[config.mk]
export PLATFORM = sky130hd
export DESIGN_NAME = fpu_wb_sched
export DESIGN_NICKNAME = d
export VERILOG_FILES = /design/src/rtl/fpu_wb_sched_pkg.sv /design/src/rtl/fpu_wb_resv_row.sv /design/src/rtl/fpu_wb_sched.sv
export SDC_FILE = /design/constraint.sdc
export NUM_CORES = 1
export LEC_CHECK = 0
export CORE_ASPECT_RATIO = 1.75
export CORE_UTILIZATION = 43
export DETAILED_ROUTE_END_ITERATION = 6
export PLACE_DENSITY = 0.84
export SLEW_MARGIN = 20
export SYNTH_ARGS = -nofsm -noshare
export SYNTH_HDL_FRONTEND = slang
export SYNTH_SLANG_ARGS = --single-unit
[constraint.sdc]
create_clock -name clk -period 1.6 [get_ports clk]
set_input_delay 0.24 -clock clk [delete_from_list [all_inputs] [get_ports clk]]
set_output_delay 0.24 -clock clk [all_outputs]
set_load 0.02 [all_outputs]
[src/rtl/fpu_wb_sched_pkg.sv]
// Shared FPU writeback-scheduler types: latency classes, fixed latencies,
// iterative-unit defaults and FSM encoding.
package fpu_wb_sched_pkg;

    typedef enum logic [1:0] {
        LAT2 = 2'd0,
        LAT3 = 2'd1,
        LAT4 = 2'd2,
        ITER = 2'd3
    } lat_cls_e;

    localparam int unsigned LAT2_CYC     = 2;
    localparam int unsigned LAT3_CYC     = 3;
    localparam int unsigned LAT4_CYC     = 4;
    localparam int unsigned ITER_LAT_DEF = 12;

    typedef enum logic {
        IT_IDLE = 1'b0,
        IT_RUN  = 1'b1
    } iter_state_e;

endpackage

[src/rtl/fpu_wb_resv_row.sv]
// One lane's writeback reservation row: future bus-ownership shift register,
// issue/external grant decisions and the registered result-valid strobe.
module fpu_wb_resv_row
    import fpu_wb_sched_pkg::*;
#(
    parameter int unsigned ITER_LAT = ITER_LAT_DEF
) (
    input  logic       clk_i,
    input  logic       rst_ni,
    input  logic       flush_i,
    input  logic       req_vld_i,
    input  logic [1:0] req_lat_i,
    input  logic       iter_ok_i,
    input  logic       ext_req_i,
    output logic       gnt_o,
    output logic       ext_gnt_o,
    output logic       wb_vld_o
);

    logic [ITER_LAT:1] res_q, res_d;
    logic              wb_vld_q, wb_vld_d;
    logic              slot_busy;
    logic              class_ok;

    always_comb begin
        slot_busy = 1'b0;
        class_ok  = 1'b1;
        case (lat_cls_e'(req_lat_i))
            LAT2:    slot_busy = res_q[LAT2_CYC];
            LAT3:    slot_busy = res_q[LAT3_CYC];
            LAT4:    slot_busy = res_q[LAT4_CYC];
            default: begin
                slot_busy = res_q[ITER_LAT];
                class_ok  = iter_ok_i;
            end
        endcase

        gnt_o     = rst_ni & ~flush_i & req_vld_i & ~slot_busy & class_ok;
        ext_gnt_o = rst_ni & ~flush_i & ext_req_i & ~res_q[1];

        // The new op lands one slot below L because the row shifts this cycle.
        res_d = {1'b0, res_q[ITER_LAT:2]};
        if (gnt_o) begin
            case (lat_cls_e'(req_lat_i))
                LAT2:    res_d[LAT2_CYC-1] = 1'b1;
                LAT3:    res_d[LAT3_CYC-1] = 1'b1;
                LAT4:    res_d[LAT4_CYC-1] = 1'b1;
                default: res_d[ITER_LAT-1] = 1'b1;
            endcase
        end
        if (flush_i) begin
            res_d = '0;
        end

        wb_vld_d = ~flush_i & (res_q[1] | ext_gnt_o);
    end

    always_ff @(posedge clk_i or negedge rst_ni) begin
        if (!rst_ni) begin
            res_q    <= '0;
            wb_vld_q <= 1'b0;
        end else begin
            res_q    <= res_d;
            wb_vld_q <= wb_vld_d;
        end
    end

    assign wb_vld_o = wb_vld_q;

endmodule

[src/rtl/fpu_wb_sched.sv]
// Writeback-slot scheduler for the three FPU issue lanes, including the
// lane-0 iterative (div/sqrt) unit occupancy FSM.
module fpu_wb_sched
    import fpu_wb_sched_pkg::*;
#(
    parameter int unsigned OPW      = 21,
    parameter int unsigned ITER_LAT = ITER_LAT_DEF
) (
    input  logic             clk,
    input  logic             rst,
    input  logic [2:0]       req_vld,
    input  logic [3*OPW-1:0] req_op,
    input  logic [5:0]       req_lat,
    output logic [2:0]       req_gnt,
    output logic [2:0]       iss_vld,
    output logic [3*OPW-1:0] iss_op,
    output logic [2:0]       wb_vld,
    input  logic [2:0]       ext_wb_req,
    output logic [2:0]       ext_wb_gnt,
    output logic             iter_busy,
    input  logic             flush
);

    localparam int unsigned CNT_W = $clog2(ITER_LAT);

    logic [2:0]       iter_ok;
    logic [2:0]       iss_vld_q, iss_vld_d;
    logic [3*OPW-1:0] iss_op_q, iss_op_d;
    iter_state_e      state_q, state_d;
    logic [CNT_W-1:0] cnt_q, cnt_d;
    logic             iter_start;

    assign iter_busy = (state_q == IT_RUN);
    // Only lane 0 hosts the iterative unit.
    assign iter_ok   = {2'b00, ~iter_busy};

    for (genvar g = 0; g < 3; g++) begin : g_lane
        fpu_wb_resv_row #(
            .ITER_LAT (ITER_LAT)
        ) u_row (
            .clk_i     (clk),
            .rst_ni    (rst),
            .flush_i   (flush),
            .req_vld_i (req_vld[g]),
            .req_lat_i (req_lat[2*g +: 2]),
            .iter_ok_i (iter_ok[g]),
            .ext_req_i (ext_wb_req[g]),
            .gnt_o     (req_gnt[g]),
            .ext_gnt_o (ext_wb_gnt[g]),
            .wb_vld_o  (wb_vld[g])
        );
    end

    always_comb begin
        iss_vld_d = req_gnt;
        iss_op_d  = '0;
        for (int unsigned i = 0; i < 3; i++) begin
            if (req_gnt[i]) begin
                iss_op_d[i*OPW +: OPW] = req_op[i*OPW +: OPW];
            end
        end
    end

    assign iter_start = req_gnt[0] & (lat_cls_e'(req_lat[1:0]) == ITER);

    always_comb begin
        state_d = state_q;
        cnt_d   = cnt_q;
        case (state_q)
            IT_IDLE: begin
                if (iter_start) begin
                    state_d = IT_RUN;
                    cnt_d   = CNT_W'(ITER_LAT - 1);
                end
            end
            default: begin
                cnt_d = cnt_q - 1'b1;
                if (cnt_q == CNT_W'(1)) begin
                    state_d = IT_IDLE;
                end
            end
        endcase
        if (flush) begin
            state_d = IT_IDLE;
            cnt_d   = '0;
        end
    end

    always_ff @(posedge clk or negedge rst) begin
        if (!rst) begin
            state_q   <= IT_IDLE;
            cnt_q     <= '0;
            iss_vld_q <= '0;
            iss_op_q  <= '0;
        end else begin
            state_q   <= state_d;
            cnt_q     <= cnt_d;
            iss_vld_q <= iss_vld_d;
            iss_op_q  <= iss_op_d;
        end
    end

    assign iss_vld = iss_vld_q;
    assign iss_op  = iss_op_q;

endmodule

run_1/power_grid.png
The bar under the picture is 20 um long. Pins as bars on the die edge. Tap cells in grey.
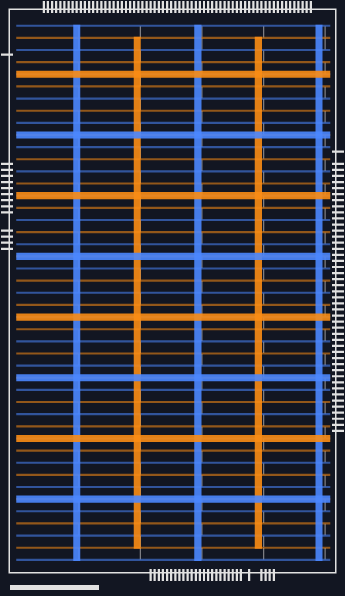
| colour | net |
|---|---|
| orange | VDD |
| blue | VSS |
signal pins: 154
met5 straps: 8
Core Region: 8420 sq um
Chip Width: 72.8 um

run_1/placement_by_type.png
The bar under the picture is 20 um long.
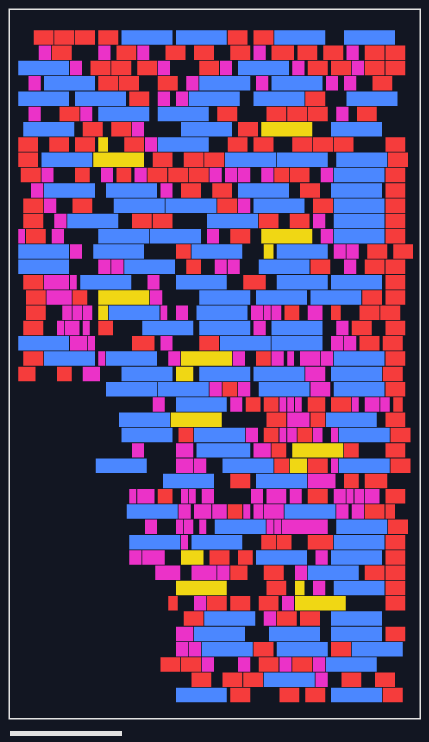
| colour | class | cells |
|---|---|---|
| red | remaining buffers and delay cells | 181 |
| blue | sequential cells | 107 |
| magenta | combinational and other logic | 152 |
| yellow | clock drivers and dummy loads | 16 |
Std-Cell Rows: 44
Final Instance Area: 5800 sq um
sequential cell area share: 46.2%
fin util: 68.9%

run_1/clk_routes.png
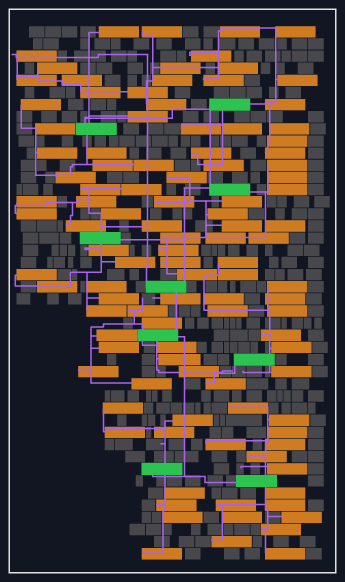
[purple] clock wires | length: 1060 um
[orange] flip-flops | count: 107
[green] clock drivers | count: 9
flops lie: spread over the die
Worst Skew: 11.3 ps
Clk Latency, worst-skew pair: 350 ps
Clock power frac: 37.3%

run_1/wires.png
The bar under the picture is 20 um long. Only two layers are drawn.
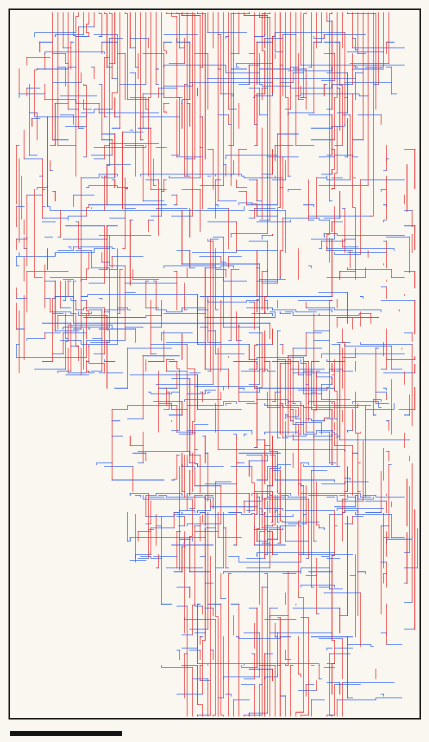
| colour | layer | wire length |
|---|---|---|
| blue | metal 1 | 3060 um |
| red | metal 2 | 5010 um |
Vias: 2567
Detailed Route WL: 8.62 mm

==> run 1: where the power goes <==
part | internal, W | switching, W
Clock | 0.00107 | 0.000960
Combinational | 0.000348 | 0.000264
Sequential | 0.00277 | 0.0000247
Total | 0.00418 | 0.00125
==> run 1: synth_stat cells, types with 2 or more instances <==
library cell and number:
inv_1 7, xnor2_1 3, buf_2 4, and3b_1 3, dfrtp_1 107, o22ai_1 3, nand2_1 2, a21oi_1 7
and2_1 63, nor2b_1 21, a32o_1 3, buf_4 9, nor2_1 16, buf_6 2, nor3b_1 5, ha_1 2
clkbuf_1 5
==> run 1: per-stage QoR <==
step	setup WS [ps]	std cells	hold WS, ps
3_3_place_gp	-669	550	223
4_1_cts	-163	569	116
2_1_floorplan	12.9	280	-55.6
3_5_place_dp	-673	550	232
6_report	-144	571	93.1
5_1_grt	-219	571	157
==> run 1: kinds of logic (layout without fill, tap and decap cells) <==
| kind of cell | after synthesis | count (layout) | synth area share [%] |
|---|---|---|---|
| compound gates | 18 | 18 | 3.22 |
| mux | 3 | 3 | 1.16 |
| flops | 107 | 107 | 71.0 |
| fa+ha+maj | 2 | 2 | 0.663 |
| xor+xnor | 3 | 3 | 0.696 |
| buf+inv | 28 | 204 | 4.21 |
| other cells | 1 | 2 | 0.0994 |
| simple gates | 117 | 117 | 19.0 |
==> run 1: state kept, by name (all words and copies together), names as in the netlist <==
| name | count |
|---|---|
| iss_vld | 3 |
| cnt_q | 4 |
| g_lane.u_row.wb_vld_o | 3 |
| iter_busy | 1 |
| g_lane.u_row.res_q | 33 |
| iss_op | 63 |
==> run 1: cell type report <==
cell class              count  area, sq um  area share, %
flip-flops and latches    107         2680           46.2
repair buffers            181         1730           29.8
multi-input cells         145          951           16.4
clock buffers               9          225           3.88
well taps                 115          144           2.48
clock inverters             7         48.8          0.841
inverters                   7         26.3          0.453
==> run 1: per-layer routing <==
| layer | track usage, % | up-vias | routed length [um] |
|---|---|---|---|
| met5 | 0 | - | 0 |
| met3 | 5.20 | 13 | 379 |
| met2 | 36.6 | 77 | 5010 |
| met4 | 8.07 | 0 | 175 |
| met1 | 20.5 | 1265 | 3060 |
| li1 | - | 1212 | - |
==> run 1: layout by cell type (no fill, tap or decap), types with 3 or more instances in the layout <==
| cell | synthesis | layout |
|---|---|---|
| a21oi_1 | 7 | 7 |
| nor2_1 | 16 | 16 |
| buf_2 | 4 | 3 |
| dlygate4sd2_1 | 0 | 3 |
| dfrtp_1 | 107 | 106 |
| o22ai_1 | 3 | 3 |
| clkinv_2 | 0 | 4 |
| nor2b_1 | 21 | 21 |
| inv_1 | 7 | 6 |
| and2_1 | 63 | 63 |
| xnor2_1 | 3 | 3 |
| buf_6 | 2 | 4 |
| nor3b_1 | 5 | 4 |
| clkbuf_16 | 0 | 9 |
| buf_4 | 9 | 26 |
| clkdlybuf4s50_1 | 0 | 141 |
==> run 1: what timing repair did <==
| item | 4_1_cts | 5_1_grt |
|---|---|---|
| setup endpoints to repair | 7 | 3 |
| resized | 42 | 4 |
| hold buffers | 2 | 0 |
| pin swaps | 1 | 3 |
| buffers inserted | 1 | 2 |
| hold endpoints to repair | 7 | 0 |
==> results.tsv, run 1 <==
stage	metric	value	unit
synth	Post-synth area hogs	dfrtp_1 (71%), and2_1 (10%), nor2b_1 (3.5%), buf_4 (1.8%), nor2_1 (1.6%)	
synth	yosys cell count	279	
worst_setup_path	CP endpoint	req_gnt[0]	
synth	area share, top type	71.0	%
timing	RSZ-0062 raised after global routing	yes	
timing	Slew Limit Headroom	54.5	%
timing	Final WS setup	-144	ps
drt	initial drt markers	118	
timing	final hold vios	0	
grt	All-Layer GR Usage	19.8	%
pwr	LEAKAGE	2.75	nW
status	status	complete, but fails checks	
worst_setup_path	Setup crit start kind	register	
final_layout	layout cells sized above 1	13.4	%
final_layout	Fill cells	600	
floorplan	Initial Utilization	44.8	%
drt	antenna-violating nets left	0	
drt	1st-pass router iterations	4	
synth	ys async rst share	100	%
pwr	PwrDens	936	nW/um^2
synth	Synth Seq Share	71.0	%
timing	clock period minus worst slack	1740	ps
timing	fmax	0.573	GHz
timing	Slew @ Worst Pin	683	ps
job	Log Warnings	29	
placed_design	input/output buffers	153	
timing	Final setup viols	1	
worst_setup_path	cell family with most CP delay	multiplexers	
synth	Post-synth EDFFs	0	
worst_setup_path	CP max stage delay	500	ps
clocking	CTS root buf	clkbuf_16	
worst_setup_path	WP buf/inv	1	
pwr	Max rail drop VDD	0.752	mV
floorplan	# IOs	154	
worst_setup_path	Worst Setup End Kind	primary output	
clocking	CTS tree	yes	
status	failing checks	setup timing	
==> run 2: changes to the inputs <==
- GPL_ROUTABILITY_DRIVEN: unset -> 0
run_2/placement_by_type.png
The bar under the picture is 20 um long.
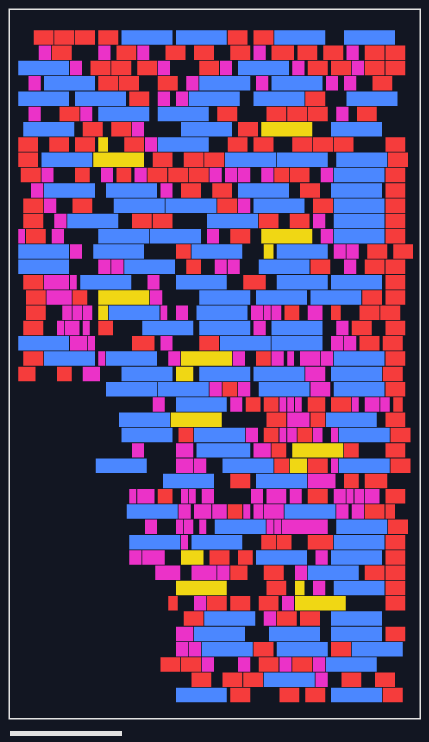
| colour | class | cells |
|---|---|---|
| yellow | clock drivers and dummy loads | 16 |
| red | remaining buffers and delay cells | 181 |
| blue | sequential cells | 107 |
| magenta | combinational and other logic | 152 |

run_2/clk_routes.png
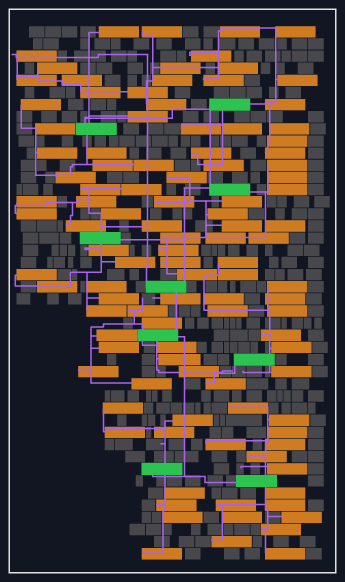
Clk power: 0.00203 W

==> run 2 against run 1 <==
Against the previous run:
- the run still ends with setup timing left
- die size stayed put
- register-to-register slack hardly changed
- global-route usage stayed put
- clock power hardly changed
- setup slack stayed put
- routed wire length stayed put
- synthesized cell count stayed put
- hold slack stayed put
- clock-buffer cell count stayed put
==> results.tsv, run 2 <==
stage	metric	value	unit
status	status	complete, but fails checks	
status	failing checks	setup timing	
placed_design	Setup Slack @ Placement	-673	ps
drt	antenna-violating nets left	0	
synth	ys async rst share	100	%
final_layout	Fill cells	600	
clocking	CTS tree	yes	
timing	Slew Limit Headroom	54.5	%
floorplan	Chip Width	72.8	um
timing	fmax	0.573	GHz
final_layout	layout cells sized above 1	13.4	%
clocking	CTS root buf	clkbuf_16	
final_layout	max reg flops	63	
final_layout	Top Layout Cells	clkdlybuf4s50_1 (141), dfrtp_1 (106), and2_1 (63)	
timing	Slew @ Worst Pin	683	ps
placed_design	Inst Count DP	550	
clocking	Clk Latency, worst-skew pair	350	ps
worst_setup_path	WP buf/inv	1	
pwr	Max rail drop VDD	0.752	mV
timing	Final WS setup	-144	ps
timing	clock period minus worst slack	1740	ps
job	Log Warnings	29	
timing	RSZ-0062 raised after global routing	yes	
timing	Final setup viols	1	
worst_setup_path	Worst Setup End Kind	primary output	
floorplan	Initial Utilization	44.8	%
final_layout	fin cells	571	
==> run 2: cell counts in the layout (fill, tap and decap cells not counted) <==
No cell type changed its count.
==> run 2: worst max path at each step <==
| stage | startpoint | to | slack, ps | cells past startpoint |
|---|---|---|---|---|
| finish | iter_busy | req_gnt[0] | -140 | 3 |
| global route | iter_busy | req_gnt[0] | -220 | 3 |
| CTS | iter_busy | req_gnt[0] | -160 | 3 |
| detailed placement | req_lat[0] | req_gnt[0] | -670 | 4 |
| global placement | req_lat[0] | req_gnt[0] | -670 | 4 |
| floorplan | iter_busy | req_gnt[0] | 10 | 4 |
==> run 2: cell type report <==
cell class / count / area, sq um / area share [%]
clock inverters: 7 / 48.8 / 0.841
multi-input cells: 145 / 951 / 16.4
clock buffers: 9 / 225 / 3.88
flip-flops and latches: 107 / 2680 / 46.2
repair buffers: 181 / 1730 / 29.8
well taps: 115 / 144 / 2.48
inverters: 7 / 26.3 / 0.453
==> run 2: routing by layer <==
| metal | part of all wire (%) | wire, um | up-vias | track usage, % |
|---|---|---|---|---|
| met3 | 4.4 | 379 | 13 | 5.20 |
| met2 | 58 | 5010 | 77 | 36.6 |
| met4 | 2.0 | 175 | 0 | 8.07 |
| li1 | - | - | 1212 | - |
| met5 | 0 | 0 | - | 0 |
| met1 | 35 | 3060 | 1265 | 20.5 |
==> run 2: logic make-up after synthesis <==
| logic type | count (synthesis) | share of synthesized area (%) |
|---|---|---|
| buffers and inverters | 28 | 4.21 |
| AND-OR/OR-AND | 18 | 3.22 |
| other | 1 | 0.0994 |
| AND/OR/NAND/NOR | 117 | 19.0 |
| adder cells (fa/ha/maj) | 2 | 0.663 |
| XOR/XNOR | 3 | 0.696 |
| flip-flops | 107 | 71.0 |
| multiplexers | 3 | 1.16 |
==> run 2: report_power, final <==
part | switching [W] | total, W | internal, W
clock | 0.000960 | 0.00203 | 0.00107
combinational | 0.000264 | 0.000612 | 0.000348
sequential | 0.0000247 | 0.00280 | 0.00277
==> run 2: timing repair <==
action | CTS | global route
endpoints found under the hold margin | 7 | 0
gates resized | 42 | 4
endpoints found under the setup margin | 7 | 3
setup buffers | 1 | 2
hold buffers | 2 | 0
pin swaps | 1 | 3
==> run 2: stage by stage <==
stage	hold WS (ps)	power (W)	TNS, ps
final	93.1	0.00543	-144
after global routing	157	0.00562	-245
after CTS	116	0.00549	-163
after detailed placement	232	0.00345	-14870
after global placement	223	0.00343	-12350
after floorplan	-55.6	0.00306	0
Power is estimated from default activity; no workload was simulated.
